Figure 1. Clock wiring as the flow saved it.
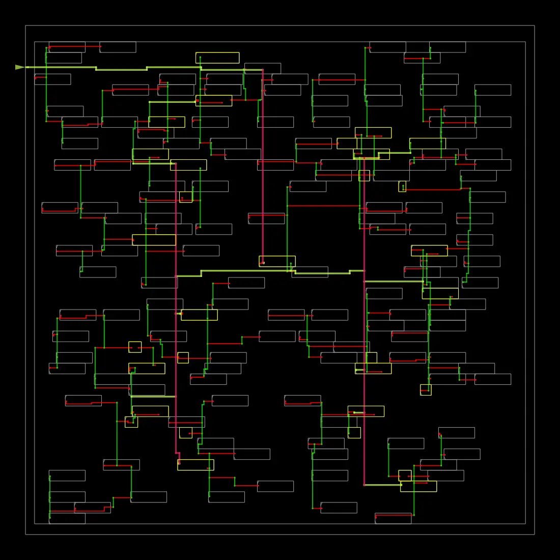
Figure 2. Routed clock nets over the placement.
Scale: 4 px per um.
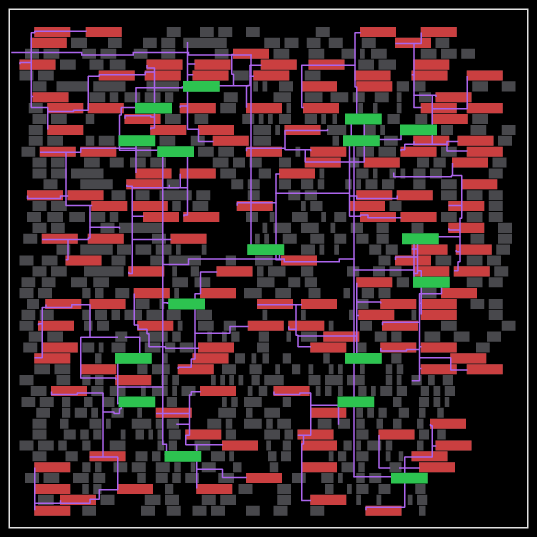
Figure 3. I/O nets highlighted.
Scale: 4 px per um.
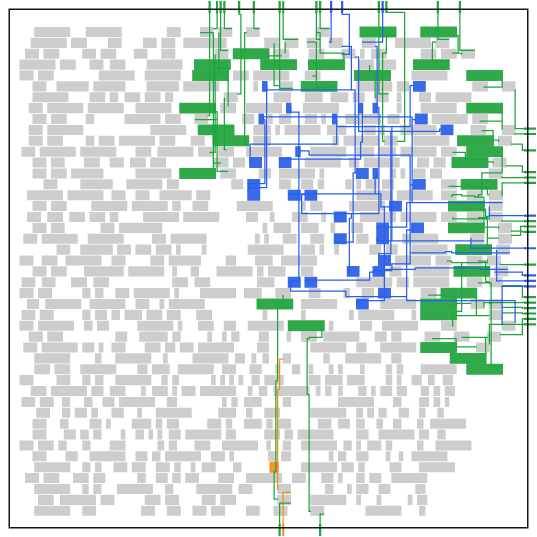
Design memory_access_unit, sky130hd; sources not shown.
==> notes.md <==
Figures from the implementation reports.

- The run finished with clean final reports.
- The switching part of the total power is 0.337.
- The highest metal layer with signal wires reads met4.
- For this run the top cell type by instance count after synthesis was sky130_fd_sc_hd__dfrtp_1.
- The static leakage reads 3.72 nW.
- The combinational power reported by the tool is 1.22 mW.
- The count of filler cells inserted in the layout is around 1600.
- The area of the placeable core reads between 15000 and 20000 um^2.
- The total number of placement rows is around 45.
- Summing all non-filler instances in the final layout gives an area of 8700 um^2.
- The required time at the endpoint of the critical path is around 5200 ps.
- Summed over all layers, the global routing overflow is 0.
- The most area-hungry cell type in the Yosys netlist is sky130_fd_sc_hd__dfrtp_1.
- The largest delay contributor family on the critical path reads simple AND/OR/NAND/NOR gates.
- The startpoint-to-endpoint class of the critical path reads reg2out.
- The final layout contains around 750 nets.
- The fraction of the mapped netlist area in simple logic gates is 0.104.
- The xor-xnor portion of the synthesized cell area is 0.0253.
- The initial antenna violation count reads 0.
- The biggest fanout along the worst timing path is 11.
- The cell area after placement is 8120 um^2.
- The post-CTS resize count is 0.
- The number of max-cap violations is 0.
- Looking at the cell usage after synthesis, the top flip-flop cell is sky130_fd_sc_hd__dfrtp_1.
- From synthesis to final layout, the design area changed by 32.1%.
- For the worst flop-to-flop path, the logic depth is 7.
- The average size of a mapped cell is 12.4 um^2.
- The clock-pin slew on the worst setup and hold paths is around 60 ps.
- In this run the power spent charging and discharging nets is between 1 and 1.5 mW.
- The internal power contribution reads ~2.3 mW.
- The well-tap cell count is 211.
- The share of flip-flops with an asynchronous set or reset reads 1.00.
- The script logs the mean routed wire length per placed instance as 19.0 um.
- The vias after detailed routing reads ~4800.
- According to the Yosys statistics, the synthesized design has a chip area of ~6600 um^2.
- The number of standard cells in the layout, taps in and fillers out reads about 900.
- Setup repair after global routing left no endpoint under its margin.
- The overall die height is 129 um.
- The worst-case IR drop observed on VDD is about 0.22 mV.
- By count the netlist is led by sky130_fd_sc_hd__dfrtp_1 (136), sky130_fd_sc_hd__mux2_2 (84), sky130_fd_sc_hd__a22o_1 (58), sky130_fd_sc_hd__nand2_1 (29), sky130_fd_sc_hd__and2_1 (26).
- The met1 global-route usage reads 0.263.
- The routed layout reports a DRC error count of 0.
- The met2 capacity usage during global routing is 0.369.
- The proportion of power drawn by combinational gates is 0.357.
- The post-route report lists met1 wire length as about 7.1 mm.
- The worst min-delay path category is reg2reg.
- The wire length of the first global-routing pass is between 20 and 30 mm.
- The met3 layer usage reported by global route reads 0.0685.
Notes on Figure 1 above:
final clock skew: 7.06 ps
insertion delay at the late pin of the worst-skew pair: 420 ps
clk pwr: 0.964 mW
CTS sink count: 136

Notes on Figure 2 above:
[clock-net drivers] green | count: 17
[clock wires] purple | length: 1790 um
[flip-flops] red | count: 136
flops lie: all over the die
routed clock nets: 18
clock group share of total power: 0.283

Notes on Figure 3 above:
| port | colour | direction | edge | end cells | wire |
|---|---|---|---|---|---|
| MemRData | blue | input | 5 right, 3 top | 32 | 987 um |
| MemWr | orange | output | bottom | 1 | 44.2 um |
| RData | green | output | 16 right, 14 top, 2 bottom | 32 | 950 um |
count of boundary I/O pins: 124
number of input and output port buffers inserted: 123

Power is estimated from default activity; no workload was simulated.
